--- src/rtl/des_pkg.sv ---
// Shared types and sizes for the DES byte-stream mode controller.
package des_pkg;

  localparam int unsigned DES_BLK_W     = 64;
  localparam int unsigned DES_BLK_BYTES = 8;
  localparam int unsigned DES_CNT_W     = 3;
  localparam int unsigned DES_BYTE_W    = 8;

  typedef enum logic [1:0] {
    ST_COLLECT = 2'd0,
    ST_START   = 2'd1,
    ST_WAIT    = 2'd2,
    ST_EMIT    = 2'd3
  } des_cbc_state_t;

endpackage

--- src/rtl/des_byte_serializer.sv ---
// Emits a captured 64-bit block as 8 bytes, MSB byte first, over valid/ready.
// Ports:
//   clk, rst_n  clock and async active-low reset
//   load        capture data and start emitting (one cycle)
//   data        block to emit
//   out_ready   downstream accepts the current byte
//   out_valid   byte valid (registered)
//   out_data    current byte (registered)
//   done_c      last byte is being handed off this cycle
module des_byte_serializer
  import des_pkg::*;
(
  input  logic                  clk,
  input  logic                  rst_n,
  input  logic                  load,
  input  logic [DES_BLK_W-1:0]  data,
  input  logic                  out_ready,
  output logic                  out_valid,
  output logic [DES_BYTE_W-1:0] out_data,
  output logic                  done_c
);

  logic [DES_BLK_W-1:0] shreg_q;
  logic [DES_CNT_W-1:0] cnt_q;
  logic                 fire_c;

  assign fire_c = out_valid && out_ready;
  assign done_c = fire_c && (cnt_q == DES_CNT_W'(DES_BLK_BYTES - 1));

  // Shift register: out_data always mirrors the top byte of what remains.
  always_ff @(posedge clk or negedge rst_n) begin
    if (!rst_n) begin
      shreg_q   <= '0;
      cnt_q     <= '0;
      out_valid <= 1'b0;
      out_data  <= '0;
    end else if (load) begin
      shreg_q   <= data;
      cnt_q     <= '0;
      out_valid <= 1'b1;
      out_data  <= data[DES_BLK_W-1 -: DES_BYTE_W];
    end else if (done_c) begin
      shreg_q   <= '0;
      cnt_q     <= '0;
      out_valid <= 1'b0;
      out_data  <= '0;
    end else if (fire_c) begin
      shreg_q   <= {shreg_q[DES_BLK_W-DES_BYTE_W-1:0], DES_BYTE_W'(0)};
      cnt_q     <= cnt_q + DES_CNT_W'(1);
      out_data  <= shreg_q[DES_BLK_W-DES_BYTE_W-1 -: DES_BYTE_W];
    end
  end

endmodule

--- src/rtl/des_cbc_ctrl.sv ---
// Byte-stream ECB/CBC controller around a peer des core.
// Packs 8 bytes into a block, optionally XORs with the chain value, runs the
// des start/ready handshake, then serializes the result back out as bytes.
// Ports:
//   clk, rst_n                    clock, async active-low reset
//   key, iv, iv_load              DES key; IV and its load strobe
//   in_valid/in_ready/in_data     input byte stream (first byte -> bits [1:8])
//   out_valid/out_ready/out_data  output byte stream
//   des_start/des_in/des_key      drive the des core
//   des_ready/des_out             des core result
//   busy                          low only when idle in COLLECT with no bytes
module des_cbc_ctrl
  import des_pkg::*;
#(
  parameter bit MODE_CBC = 1'b1
) (
  input  logic                  clk,
  input  logic                  rst_n,
  input  logic [1:DES_BLK_W]    key,
  input  logic [1:DES_BLK_W]    iv,
  input  logic                  iv_load,
  input  logic                  in_valid,
  output logic                  in_ready,
  input  logic [DES_BYTE_W-1:0] in_data,
  output logic                  out_valid,
  input  logic                  out_ready,
  output logic [DES_BYTE_W-1:0] out_data,
  output logic                  des_start,
  output logic [1:DES_BLK_W]    des_in,
  output logic [1:DES_BLK_W]    des_key,
  input  logic                  des_ready,
  input  logic [1:DES_BLK_W]    des_out,
  output logic                  busy
);

  localparam int unsigned PART_W = DES_BLK_W - DES_BYTE_W;

  des_cbc_state_t       state_q, state_d;
  logic [DES_CNT_W-1:0] count_q, count_d;
  // Only 7 bytes need storing; the 8th comes straight from in_data.
  logic [PART_W-1:0]    block_q;
  logic [DES_BLK_W-1:0] chain_q;
  logic [DES_BLK_W-1:0] block_next_c;
  logic                 accept_c, last_c, capture_c, iv_ok_c, done_c;

  // State register.
  always_ff @(posedge clk or negedge rst_n) begin
    if (!rst_n) state_q <= ST_COLLECT;
    else        state_q <= state_d;
  end

  // Next-state and datapath strobes.
  always_comb begin
    state_d   = state_q;
    accept_c  = 1'b0;
    last_c    = 1'b0;
    capture_c = 1'b0;
    unique case (state_q)
      ST_COLLECT: begin
        accept_c = in_valid;
        if (in_valid && (count_q == DES_CNT_W'(DES_BLK_BYTES - 1))) begin
          last_c  = 1'b1;
          state_d = ST_START;
        end
      end
      ST_START: state_d = ST_WAIT;
      ST_WAIT: begin
        if (des_ready) begin
          capture_c = 1'b1;
          state_d   = ST_EMIT;
        end
      end
      ST_EMIT: begin
        if (done_c) state_d = ST_COLLECT;
      end
      default: state_d = ST_COLLECT;
    endcase
  end

  assign iv_ok_c      = MODE_CBC && iv_load && (state_q == ST_COLLECT) && (count_q == '0);
  assign block_next_c = {block_q, in_data};
  // 3-bit count wraps to 0 on the 8th byte.
  assign count_d      = accept_c ? count_q + DES_CNT_W'(1) : count_q;

  // Block/chain/des registers and registered status outputs.
  always_ff @(posedge clk or negedge rst_n) begin
    if (!rst_n) begin
      count_q   <= '0;
      block_q   <= '0;
      chain_q   <= '0;
      des_start <= 1'b0;
      des_in    <= '0;
      des_key   <= '0;
      in_ready  <= 1'b1;
      busy      <= 1'b0;
    end else begin
      count_q   <= count_d;
      des_start <= last_c;
      in_ready  <= (state_d == ST_COLLECT);
      busy      <= !((state_d == ST_COLLECT) && (count_d == '0));
      if (accept_c) block_q <= block_next_c[PART_W-1:0];
      if (capture_c && MODE_CBC) chain_q <= des_out;
      else if (iv_ok_c)          chain_q <= iv;
      if (last_c) begin
        des_in  <= MODE_CBC ? (block_next_c ^ chain_q) : block_next_c;
        des_key <= key;
      end
    end
  end

  des_byte_serializer u_ser (
    .clk       (clk),
    .rst_n     (rst_n),
    .load      (capture_c),
    .data      (des_out),
    .out_ready (out_ready),
    .out_valid (out_valid),
    .out_data  (out_data),
    .done_c    (done_c)
  );

endmodule

--- config.mk ---
export PLATFORM = sky130hd
export DESIGN_NAME = des_cbc_ctrl
export DESIGN_NICKNAME = d
export VERILOG_FILES = /design/src/rtl/des_pkg.sv /design/src/rtl/des_byte_serializer.sv /design/src/rtl/des_cbc_ctrl.sv
export SDC_FILE = /design/constraint.sdc
export NUM_CORES = 1
export LEC_CHECK = 0
export CORE_ASPECT_RATIO = 0.7
export CORE_MARGIN = 2
export CORE_UTILIZATION = 45
export CTS_CLUSTER_DIAMETER = 40
export DETAILED_ROUTE_END_ITERATION = 6
export GPL_TIMING_DRIVEN = 1
export PLACE_DENSITY = 0.77
export SETUP_SLACK_MARGIN = 0.15
export SKIP_CTS_REPAIR_TIMING = 1
export SLEW_MARGIN = 20
export SYNTH_ARGS = -nofsm -noshare
export SYNTH_HDL_FRONTEND = slang
export SYNTH_HIERARCHICAL = 1
export SYNTH_SLANG_ARGS = --single-unit
--- constraint.sdc ---
create_clock -name clk -period 1.93 [get_ports clk]
set_input_delay 0.2895 -clock clk [delete_from_list [all_inputs] [get_ports clk]]
set_output_delay 0.2895 -clock clk [all_outputs]
set_load 0.05 [all_outputs]
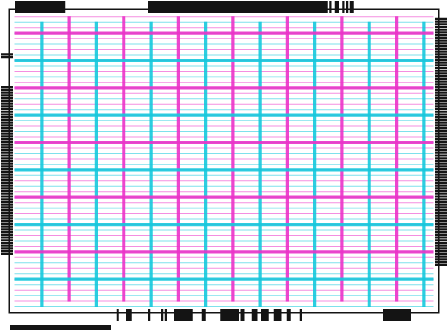
Fig. 1. Power grid.
Bar = 50 um. Pins as bars on the die edge.
[VSS] cyan
[VDD] magenta
met1 rails: 54
signal pins: 346

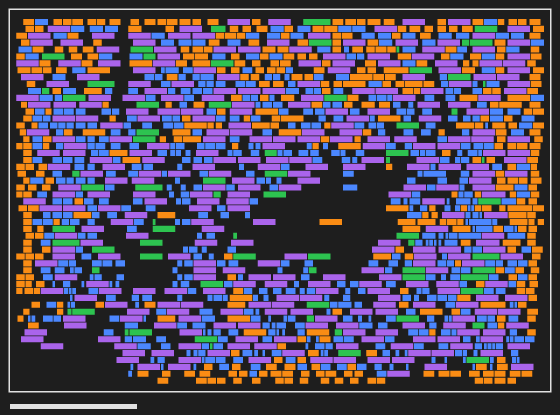
Fig. 2. Placement by cell class.
Bar = 50 um.
[flip-flops] purple | cells: 324 | share of their area: 40%
[clock drivers and dummy loads] green | cells: 70 | share of their area: 6.8%
[other buffers and delay cells] orange | cells: 430 | share of their area: 25%
[all other logic] blue | cells: 602 | share of their area: 29%

==> Changelog: implementation <==
### Implementation results

- Logic area: ~0.006 mm2
- Met2 routed WL: ~19000 um
- Leakage: 11.15 nW
- Gate Count Post-Synth: 987
- Placed Cells: 1726
- Initial DRC count: about 640
- Commonest Layout Cell: dfrtp_1
- Violated checks: negative setup slack
- Met2 GRT Util: roughly 34%
- Fin cells: 1838
- Rel. slew slack: between 50 and 60%
- First-pass GRT wire length: approximately 56000 um
- Outcome: finished with violations
- Synth cell count leaders: dfrtp_1 (323), mux2_2 (250), nor2_1 (68)
- Share of post-route cells with drive strength above 1: 35.62%
- CP endpoint: des_key[3]
- Max rail drop VDD: ~0.70 mV
- R2R Path End: des_key[3]
- Worst-path clk slew: roughly 0.070 ns
- Slowest CP cell: dfrtp_1
- Yosys top cell by area: dfrtp_1
- Largest stage delay, worst path: 0.39 ns
- Ys cells: 987
- Initial antenna violation count: 2
- CP Data Arrival Time: 2.34 ns
- Net Sw Frac: ~29%
- Ant. Diodes: 0
- Post-Syn Area: about 0.014 mm2
- Pwr dens: between 1000 and 1500 mW/mm2
- Worst setup margin: -0.02008 ns
- GR Util met1: 35.19%
- IO Pins: ~350
- Syn Nets: around 1200
- Synth warn: 6
- Fin area: roughly 0.021 mm2
- M3 GR Usage: 5.736%
- Unrepaired setup endpoints after global routing: true
- R2R depth: 7
- Count leader, synth: dfrtp_1
- Met3 wire length: 3772 um
- Die outline height: 150.2 um
- Total global routing overflow: 0
- Total power: 0.02231 W
- Avg Vias per Cell: roughly 5.4
- Max_cap viols: 0
- Max Clk Rate: approximately 0.51 GHz
- Final min period: between 1.5 and 2 ns
- Main area contributors: dfrtp_1 (59%), mux2_2 (20%), xnor2_1 (4.1%), a221o_1 (4.1%), and2_1 (2.5%)
- Int Pwr: 0.01592 W
- Worst-path maximum fanout: 8
- DR vias: 9991
- Final-report setup violation count: 1
- Post-synth EDFFs: 0
- Worst Tran Pin Value: approximately 0.6 ns
- Drt wl/cell: 24.19 um
- Comb pwr share: between 20 and 25%
- Crit path from: count_q[0]
- Clk root buf: clkbuf_16
- Cell Type Count: 32
- Tool warnings: 29
- H-Tree Depth: 2
- Synth Flop Type: dfrtp_1
- Vias in the first global route: about 9400
- Crit path launch type: register
- Sequential Power Share: a little over two fifths
- Tcrit/Tclk final: 101.0%
- Core area: around 0.03 mm2
- Setup slack, reg-to-reg: -0.02 ns
- Ys async rst share: 100.0%
- Min-Delay Path Class: in2async
- Fill count: between 2000 and 2500
- WL final: 44460 um
- Floorplan core density: around 46%
- Dpl hpwl: about 28000 um
- Average size of a mapped cell: 13.93 um2
- Seq share, synth: between 50% and 60%
- Global route hottest layer: met1
- WS Path Type: reg2reg
- Delay-heaviest family, CP: buffers and inverters
- Post-Route Skew: ~0.023 ns
- Clock buffer depth: 3
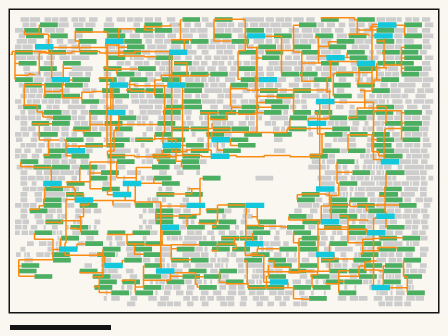
Fig. 3. Clock network drawn from the DEF.
Bar = 50 um.
[flip-flops] green | count: 324
[clock wires] orange | length: 4190 um
[cells driving clock nets] cyan | count: 38
routed clock nets: 39
flops lie: widely spread

[logic make-up (layout without fill, tap and decap cells)]
| logic type | Yosys count | in the layout | synth area share, % |
|---|---|---|---|
| buffers and inverters | 67 | 504 | 3.122 |
| multiplexers | 251 | 251 | 20.55 |
| XOR/XNOR | 65 | 65 | 4.141 |
| AND/OR/NAND/NOR | 139 | 141 | 5.352 |
| AND-OR/OR-AND | 136 | 136 | 7.391 |
| flip-flops | 324 | 324 | 58.99 |
| adder cells (fa/ha/maj) | 5 | 5 | 0.4551 |
[state kept, by name (all words and copies together) (netlist names)]
signal / flops
des_in: 64
u_ser/cnt_q: 3
u_ser/out_data: 8
block_q: 56
count_q: 3
in_ready: 1
chain_q: 64
u_ser/shreg_q: 56
des_key: 64
busy: 1
state_q: 2
u_ser/out_valid: 1
des_start: 1
[power groups by stage]
stage                     clock (W)  combinational (W)  sequential, W
after floorplan                   0            0.00308        0.00928
after global placement            0            0.00446        0.00946
after detailed placement          0            0.00459        0.00949
after CTS                   0.00794            0.00463        0.00939
after global routing        0.00823            0.00538        0.00959
final                       0.00785            0.00501        0.00945
[layout make-up]
class | instances | share of cell area [%]
flip-flops and latches | 324 | 38.65
clock buffers | 49 | 5.175
inverters | 4 | 0.08347
repair buffers | 430 | 24.28
well taps | 412 | 2.456
multi-input cells | 598 | 27.91
clock inverters | 21 | 1.437
[worst min-delay path by stage]
stage,startpoint,to,slack (ns),depth (start not counted)
floorplan,rst_n,block_q[0],-0.006,0
global placement,rst_n,des_key[37],0.17,1
detailed placement,rst_n,des_key[37],0.17,1
CTS,rst_n,des_key[42],-0.39,1
global route,rst_n,des_key[39],0.21,2
finish,rst_n,des_key[42],0.21,2
Power is estimated from default activity; no workload was simulated.
